<file path="src/rtl/ddfs_sched_pkg.sv">
// ---------------------------------------------------------------------------
// ddfs_sched_pkg
// Shared types and constants for the multi-channel DDFS ROM scheduler.
//   state_t  : scheduler FSM states
//   *_DEF    : default channel count and datapath widths
//   ch_w()   : width of a channel index for n channels
// ---------------------------------------------------------------------------
package ddfs_sched_pkg;

    typedef enum logic [1:0] {
        IDLE  = 2'd0,
        ISSUE = 2'd1,
        DRAIN = 2'd2,
        DONE  = 2'd3
    } state_t;

    localparam int NCH_DEF = 4;
    localparam int PW_DEF  = 32;
    localparam int AW_DEF  = 8;
    localparam int DW_DEF  = 16;

    function automatic int ch_w(input int n);
        return $clog2(n);
    endfunction

endpackage

</file>
<file path="src/rtl/ddfs_phase_bank.sv">
// ---------------------------------------------------------------------------
// ddfs_phase_bank
// Per-channel frequency control word and phase accumulator storage.
// Ports:
//   clk, reset          : clock, synchronous active-high reset
//   wr_en, wr_ch        : config write strobe and target channel
//   wr_fcw              : new FCW for wr_ch
//   wr_ph_clr           : with wr_en, zero the phase of wr_ch
//   acc_en, acc_ch      : advance phase[acc_ch] by fcw[acc_ch] this cycle
//   ph_msb              : top AW bits of phase[acc_ch] (ROM address)
// ---------------------------------------------------------------------------
module ddfs_phase_bank
    import ddfs_sched_pkg::*;
#(
    parameter int NCH = NCH_DEF,
    parameter int PW  = PW_DEF,
    parameter int AW  = AW_DEF,
    parameter int CW  = ch_w(NCH)
) (
    input  logic          clk,
    input  logic          reset,
    input  logic          wr_en,
    input  logic [CW-1:0] wr_ch,
    input  logic [PW-1:0] wr_fcw,
    input  logic          wr_ph_clr,
    input  logic          acc_en,
    input  logic [CW-1:0] acc_ch,
    output logic [AW-1:0] ph_msb
);

    logic [PW-1:0] fcw_r   [NCH];
    logic [PW-1:0] phase_r [NCH];
    logic          wr_ok_s;

    // Out-of-range channel indices (non power-of-two NCH) are ignored.
    assign wr_ok_s = wr_en && (int'(wr_ch) < NCH);

    // Read side: the address tracks the phase before this cycle's accumulate.
    assign ph_msb = phase_r[acc_ch][PW-1 -: AW];

    // FCW/phase register update: a phase clear beats a same-cycle accumulate,
    // and the accumulate always uses the FCW held before the edge.
    always_ff @(posedge clk) begin
        if (reset) begin
            for (int i = 0; i < NCH; i++) begin
                fcw_r[i]   <= '0;
                phase_r[i] <= '0;
            end
        end else begin
            for (int i = 0; i < NCH; i++) begin
                if (wr_ok_s && (wr_ch == CW'(i))) begin
                    fcw_r[i] <= wr_fcw;
                end else begin
                    fcw_r[i] <= fcw_r[i];
                end

                if (wr_ok_s && wr_ph_clr && (wr_ch == CW'(i))) begin
                    phase_r[i] <= '0;
                end else if (acc_en && (acc_ch == CW'(i))) begin
                    phase_r[i] <= phase_r[i] + fcw_r[i];
                end else begin
                    phase_r[i] <= phase_r[i];
                end
            end
        end
    end

endmodule

</file>
<file path="src/rtl/ddfs_rom_sched.sv">
// ---------------------------------------------------------------------------
// ddfs_rom_sched
// Time-multiplexes one shared sin_rom (one-cycle registered read) across NCH
// DDFS channels. Each tick issues one ROM address per channel, captures the
// returned words into per-channel sample registers and pulses sample_valid.
// Ports:
//   clk, reset        : clock, synchronous active-high reset
//   tick              : sample-rate strobe (dropped and flagged if busy)
//   wr_en/wr_ch/wr_fcw/wr_ph_clr : channel configuration write
//   wr_amp            : per-channel amplitude (DDFS_SCHED_AMP_EN only)
//   clr_ovr           : clear the sticky overrun flag
//   rom_addr/rom_dout : sin_rom address out / data in
//   samples           : packed samples, ch0 in the LSBs
//   sample_valid      : one-cycle pulse when all samples are updated
//   busy, overrun     : scheduler active / tick arrived while active
// Build option: define DDFS_SCHED_AMP_EN to add a registered per-channel
// amplitude multiply (one extra DRAIN cycle).
// ---------------------------------------------------------------------------
module ddfs_rom_sched
    import ddfs_sched_pkg::*;
#(
    parameter int NCH = NCH_DEF,
    parameter int PW  = PW_DEF,
    parameter int AW  = AW_DEF,
    parameter int DW  = DW_DEF
) (
    input  logic                  clk,
    input  logic                  reset,
    input  logic                  tick,
    input  logic                  wr_en,
    input  logic [ch_w(NCH)-1:0]  wr_ch,
    input  logic [PW-1:0]         wr_fcw,
    input  logic                  wr_ph_clr,
    input  logic                  clr_ovr,
`ifdef DDFS_SCHED_AMP_EN
    input  logic [DW-1:0]         wr_amp,
`endif
    output logic [AW-1:0]         rom_addr,
    input  logic [DW-1:0]         rom_dout,
    output logic [NCH*DW-1:0]     samples,
    output logic                  sample_valid,
    output logic                  busy,
    output logic                  overrun
);

    localparam int            CW     = ch_w(NCH);
    localparam logic [CW-1:0] K_LAST = CW'(NCH - 1);
    localparam logic [CW-1:0] K_ONE  = CW'(1);

    state_t          state_r;
    state_t          state_nx_s;
    logic [CW-1:0]   k_r;
    logic [CW-1:0]   k_nx_s;
    logic            acc_en_s;
    logic [AW-1:0]   ph_msb_s;
    logic [CW-1:0]   k_d_r;
    logic            cap_en_r;
    logic [DW-1:0]   samp_r [NCH];
    logic            sample_valid_r;
    logic            busy_r;
    logic            overrun_r;

    ddfs_phase_bank #(
        .NCH (NCH),
        .PW  (PW),
        .AW  (AW),
        .CW  (CW)
    ) u_phase_bank (
        .clk       (clk),
        .reset     (reset),
        .wr_en     (wr_en),
        .wr_ch     (wr_ch),
        .wr_fcw    (wr_fcw),
        .wr_ph_clr (wr_ph_clr),
        .acc_en    (acc_en_s),
        .acc_ch    (k_r),
        .ph_msb    (ph_msb_s)
    );

`ifdef DDFS_SCHED_AMP_EN
    logic [DW-1:0]          amp_r [NCH];
    logic signed [2*DW:0]   prod_s;
    logic [DW-1:0]          prod_r;
    logic [CW-1:0]          k_dd_r;
    logic                   cap2_en_r;
    logic                   drain_r;

    // Amplitude registers share the FCW write strobe; reset to full scale.
    always_ff @(posedge clk) begin
        if (reset) begin
            for (int i = 0; i < NCH; i++) begin
                amp_r[i] <= {1'b0, {(DW-1){1'b1}}};
            end
        end else begin
            for (int i = 0; i < NCH; i++) begin
                if (wr_en && (int'(wr_ch) < NCH) && (wr_ch == CW'(i))) begin
                    amp_r[i] <= wr_amp;
                end else begin
                    amp_r[i] <= amp_r[i];
                end
            end
        end
    end

    // Signed sample times unsigned amplitude (zero-extended to stay positive).
    always_comb begin
        prod_s = '0;
        prod_s = $signed(rom_dout) * $signed({1'b0, amp_r[k_d_r]});
    end

    // Multiply stage: keep bits [2DW-2:DW-1], i.e. product >>> (DW-1) truncated.
    always_ff @(posedge clk) begin
        if (reset) begin
            prod_r    <= '0;
            k_dd_r    <= '0;
            cap2_en_r <= 1'b0;
        end else begin
            prod_r    <= prod_s[2*DW-2:DW-1];
            k_dd_r    <= k_d_r;
            cap2_en_r <= cap_en_r;
        end
    end

    // DRAIN lasts two cycles to let the multiply stage empty.
    always_ff @(posedge clk) begin
        if (reset) begin
            drain_r <= 1'b0;
        end else if (state_r == DRAIN) begin
            drain_r <= ~drain_r;
        end else begin
            drain_r <= 1'b0;
        end
    end

    // Sample capture from the multiply stage.
    always_ff @(posedge clk) begin
        if (reset) begin
            for (int i = 0; i < NCH; i++) begin
                samp_r[i] <= '0;
            end
        end else begin
            for (int i = 0; i < NCH; i++) begin
                if (cap2_en_r && (k_dd_r == CW'(i))) begin
                    samp_r[i] <= prod_r;
                end else begin
                    samp_r[i] <= samp_r[i];
                end
            end
        end
    end
`else
    // Sample capture: ROM data returns one cycle after its address was issued.
    always_ff @(posedge clk) begin
        if (reset) begin
            for (int i = 0; i < NCH; i++) begin
                samp_r[i] <= '0;
            end
        end else begin
            for (int i = 0; i < NCH; i++) begin
                if (cap_en_r && (k_d_r == CW'(i))) begin
                    samp_r[i] <= rom_dout;
                end else begin
                    samp_r[i] <= samp_r[i];
                end
            end
        end
    end
`endif

    // Next-state logic: walk k through all channels, then drain the ROM pipe.
    always_comb begin
        state_nx_s = state_r;
        k_nx_s     = k_r;
        acc_en_s   = 1'b0;
        case (state_r)
            IDLE: begin
                if (tick) begin
                    state_nx_s = ISSUE;
                    k_nx_s     = '0;
                end else begin
                    state_nx_s = IDLE;
                end
            end
            ISSUE: begin
                acc_en_s = 1'b1;
                if (k_r == K_LAST) begin
                    state_nx_s = DRAIN;
                end else begin
                    k_nx_s = k_r + K_ONE;
                end
            end
            DRAIN: begin
`ifdef DDFS_SCHED_AMP_EN
                if (drain_r) begin
                    state_nx_s = DONE;
                end else begin
                    state_nx_s = DRAIN;
                end
`else
                state_nx_s = DONE;
`endif
            end
            DONE: begin
                state_nx_s = IDLE;
            end
            default: begin
                state_nx_s = IDLE;
            end
        endcase
    end

    // ROM address is only driven while issuing; it must reach sin_rom this cycle.
    always_comb begin
        rom_addr = '0;
        if (state_r == ISSUE) begin
            rom_addr = ph_msb_s;
        end else begin
            rom_addr = '0;
        end
    end

    // State, channel counter, capture pipe and status flags.
    always_ff @(posedge clk) begin
        if (reset) begin
            state_r        <= IDLE;
            k_r            <= '0;
            k_d_r          <= '0;
            cap_en_r       <= 1'b0;
            sample_valid_r <= 1'b0;
            busy_r         <= 1'b0;
            overrun_r      <= 1'b0;
        end else begin
            state_r        <= state_nx_s;
            k_r            <= k_nx_s;
            k_d_r          <= k_r;
            cap_en_r       <= acc_en_s;
            // Flags are registered from the next state so they align with it.
            sample_valid_r <= (state_nx_s == DONE);
            busy_r         <= (state_nx_s != IDLE);
            // A new overrun outranks a same-cycle clear.
            if (tick && (state_r != IDLE)) begin
                overrun_r <= 1'b1;
            end else if (clr_ovr) begin
                overrun_r <= 1'b0;
            end else begin
                overrun_r <= overrun_r;
            end
        end
    end

    // Pack per-channel samples, channel 0 in the LSBs.
    always_comb begin
        samples = '0;
        for (int i = 0; i < NCH; i++) begin
            samples[i*DW +: DW] = samp_r[i];
        end
    end

    assign sample_valid = sample_valid_r;
    assign busy         = busy_r;
    assign overrun      = overrun_r;

endmodule

</file>
<file path="config.mk">
export PLATFORM = sky130hd
export DESIGN_NAME = ddfs_rom_sched
export DESIGN_NICKNAME = d
export VERILOG_FILES = /design/src/rtl/ddfs_sched_pkg.sv /design/src/rtl/ddfs_phase_bank.sv /design/src/rtl/ddfs_rom_sched.sv
export SDC_FILE = /design/constraint.sdc
export NUM_CORES = 1
export LEC_CHECK = 0
export CAP_MARGIN = 0
export CORE_ASPECT_RATIO = 0.8
export CORE_MARGIN = 3
export CORE_UTILIZATION = 40
export DETAILED_ROUTE_END_ITERATION = 12
export GPL_TIMING_DRIVEN = 0
export HOLD_SLACK_MARGIN = 0.06
export PLACE_DENSITY = 0.66
export SYNTH_ARGS = -nofsm -noshare
export SYNTH_HDL_FRONTEND = slang
export SYNTH_HIERARCHICAL = 1
export SYNTH_SLANG_ARGS = --single-unit
</file>
<file path="constraint.sdc">
create_clock -name clk -period 6.35 [get_ports clk]
set_input_delay 1.27 -clock clk [delete_from_list [all_inputs] [get_ports clk]]
set_output_delay 1.27 -clock clk [all_outputs]
set_load 0.005 [all_outputs]
</file>
==> Changelog: implementation <==
### Changed

* Most common logic cells in the final layout: edfxtp_1, nor2b_1, nor2_1, clkdlybuf4s50_1, ha_1
* Critical path capture point type: primary output
* Area share, top type at 51.2%
* HP Class: flip-flop to flip-flop
* Dpl cells at 2,417
* Antenna violations before repair at 1
* Post-synth regs at 330
* H-tree Lvls at 2
* Die height at 200 um
* Final tally of setup violations at 0
* VDD IR max at 0.167 mV
* Hold path endpoint: overrun$_SDFFE_PP0P_
* Total gr overflow at 0
* Synth unique cells at 75
* Final hold vios at 0
* HPWL Detailed at 36,100 um
* CP Data Arrival Time at 3.23 ns
* Skew final at 0.0181 ns
* AND-OR/OR-AND Cells, Area Fraction at 13.8%
* Critical path class: flip-flop to primary output
* Initial DRC Count at 1,305
* Least-Margin Pin Slew at 0.981 ns
* Cts hold-fix bufs at 0
* Vias in the first global route at 12,617
* Dpl cell area at 21,000 um^2
* Core Util at FP at 40.7%
* Clk pin slew, worst setup/hold paths at 0.06 ns
* First-pass GRT wire length at 73,800 um
* Clock Latency Late Sink at 0.56 ns
* # port buffers at 129
* Worst-case clock buffer depth at 3
* Routability cong. at 0.906
* Die area at 49,600 um^2
* Max-slew violation count at 0
* CP max-delay cell: buf_1
* Share of cells above drive strength 1 at 5.82%
* Yosys Instances at 1,671
* Synthesized area per cell at 11.2 um^2
* Asr flop ratio synth at 0%
* Seq share, synth at 52.3%
* Synth area leader: edfxtp_1
* Sink Count at 330
* CP max FO at 10
* Net Count, Synth at 1,857
* Comb area leader: simple AND/OR/NAND/NOR gates
* Max Cap Viol at 0
* Top cells by count, synth: edfxtp_1, nor2b_1, nor2_1
* Critical Path Stages at 5
* Std-Cell Rows at 70
* XOR-XNOR Cells, Area Fraction at 4.81%
* Yosys chip area at 18,800 um^2
* Die width at 248 um
* Top area cell types: edfxtp_1, ha_1, nor2b_1, a21o_1, nor2_1
* Post-synthesis simple-gate area fraction at 17.0%
* Post-CTS setup buffer count at 0
* Slowest cell delay on critical path at 0.67 ns
* P&R area growth vs syn at 18.4%
* Cycle use final at 70.9%
* Power per Cell Area at 273 nW/um^2
* Setup slack, reg-to-reg at 2.75 ns
* Crit-path leading delay family: buffers and inverters
* Residual DRC at 0
* OpenROAD warnings at 27
* Outcome: completed
* Mux frac, synth at 1.02%
* Buf/Inv on CP at 3
* Routed Antenna Nets at 0
* Per-cell routed wire length at 19.5 um
* Largest net degree at the start of global routing at 33
* Relative slew slack at 34.4%
* EDFF count, synth at 320
* Critical path launch point type: flip-flop
* I/O pins at 131
* Hold Path Stages at 2
-- metrics by stage --
stage	hold slack (ns)	setup WS (ns)	power [uW]
floorplan	0.459	2.79	3520
global placement	0.467	1.11	3870
detailed placement	0.465	2.04	3900
CTS	0.474	1.88	6110
global route	0.521	1.74	6350
finish	0.478	1.85	6070
-- sequential cells by signal, summed over array words and instances (netlist names) --
| signal | count |
|---|---|
| sample_valid | 1 |
| samp_r | 64 |
| state_r | 2 |
| k_d_r | 2 |
| overrun | 1 |
| u_phase_bank/fcw_r | 128 |
| busy | 1 |
| u_phase_bank/phase_r | 128 |
| cap_en_r | 1 |
| k_r | 2 |
-- worst reg2reg max path, delay by kind of cell (launching register included) --
kind | cells | cell delay, ns
AND-OR/OR-AND | 7 | 1.97
XOR/XNOR | 1 | 0.19
adder cells (fa/ha/maj) | 2 | 0.74
flip-flops | 1 | 0.37
AND/OR/NAND/NOR | 1 | 0.06
-- area by class of cell --
class                      count  area (um^2)  share of cell area [%]
timing repair buffer         134         1390                    6.26
buffer                        69          314                    1.41
multi-input combinational   1242         8590                    38.7
sequential                   330         9810                    44.2
clock inverter                20          238                    1.07
inverter                      30          113                   0.507
antenna                        3         7.51                  0.0338
tap                          612          766                    3.45
clock buffer                  47          985                    4.43
-- per-layer routing --
layer	share of wire [%]	GRT usage, %
met2	39	26.3
met3	8.9	3.53
met1	49	30.6
met5	0	0
met4	3.2	6.85
-- report_power, final --
part	leakage, uW	switching, uW	internal [uW]
clock	0.000592	907	1280
combinational	0.00464	702	522
sequential	0.00334	87.0	2570
total	0.00858	1700	4370
layer_met2.png
Scale bar: 50 um.
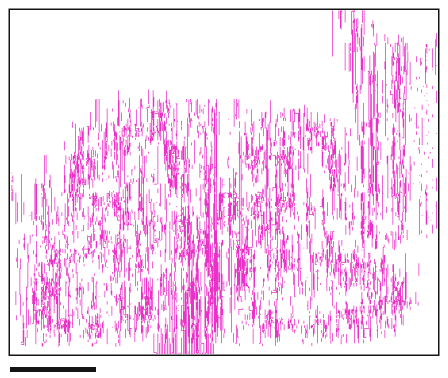
The longest straight run is 101 um. The wires run mostly vertical. 1,703 nets have wire on it.

flops_by_reg.png
Other sequential cells in the stronger gray, the rest of the logic in the fainter gray.
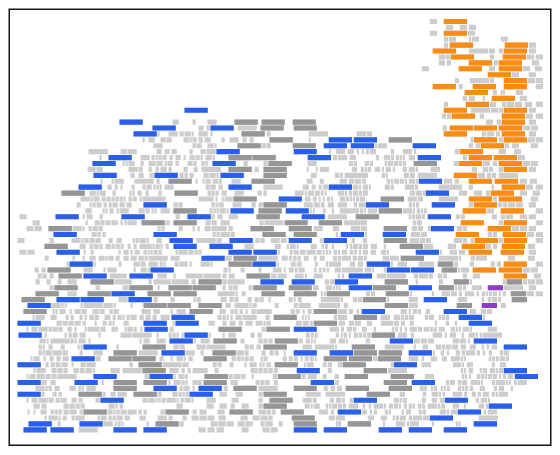
Key: blue = `u_phase_bank/phase_r` [sequential cells 128]; orange = `samp_r` [sequential cells 64]; purple = `state_r` [sequential cells 2]
fraction of area in registers: 44.2%
post-layout util: 48.2%
seq pwr: 2660 uW
register area: 9810 um^2

wires.png
Only two layers are drawn.
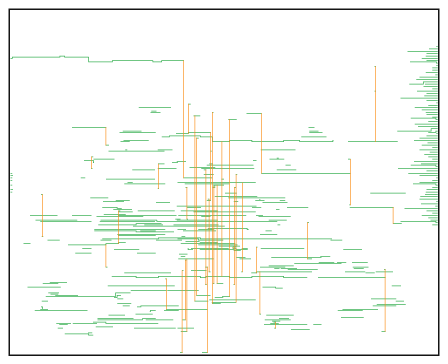
Key: green = metal 3 [wire length 4,310 um]; orange = metal 4 [wire length 1,530 um]

Power figures rest on the tool's default switching activity, not on a simulated workload.
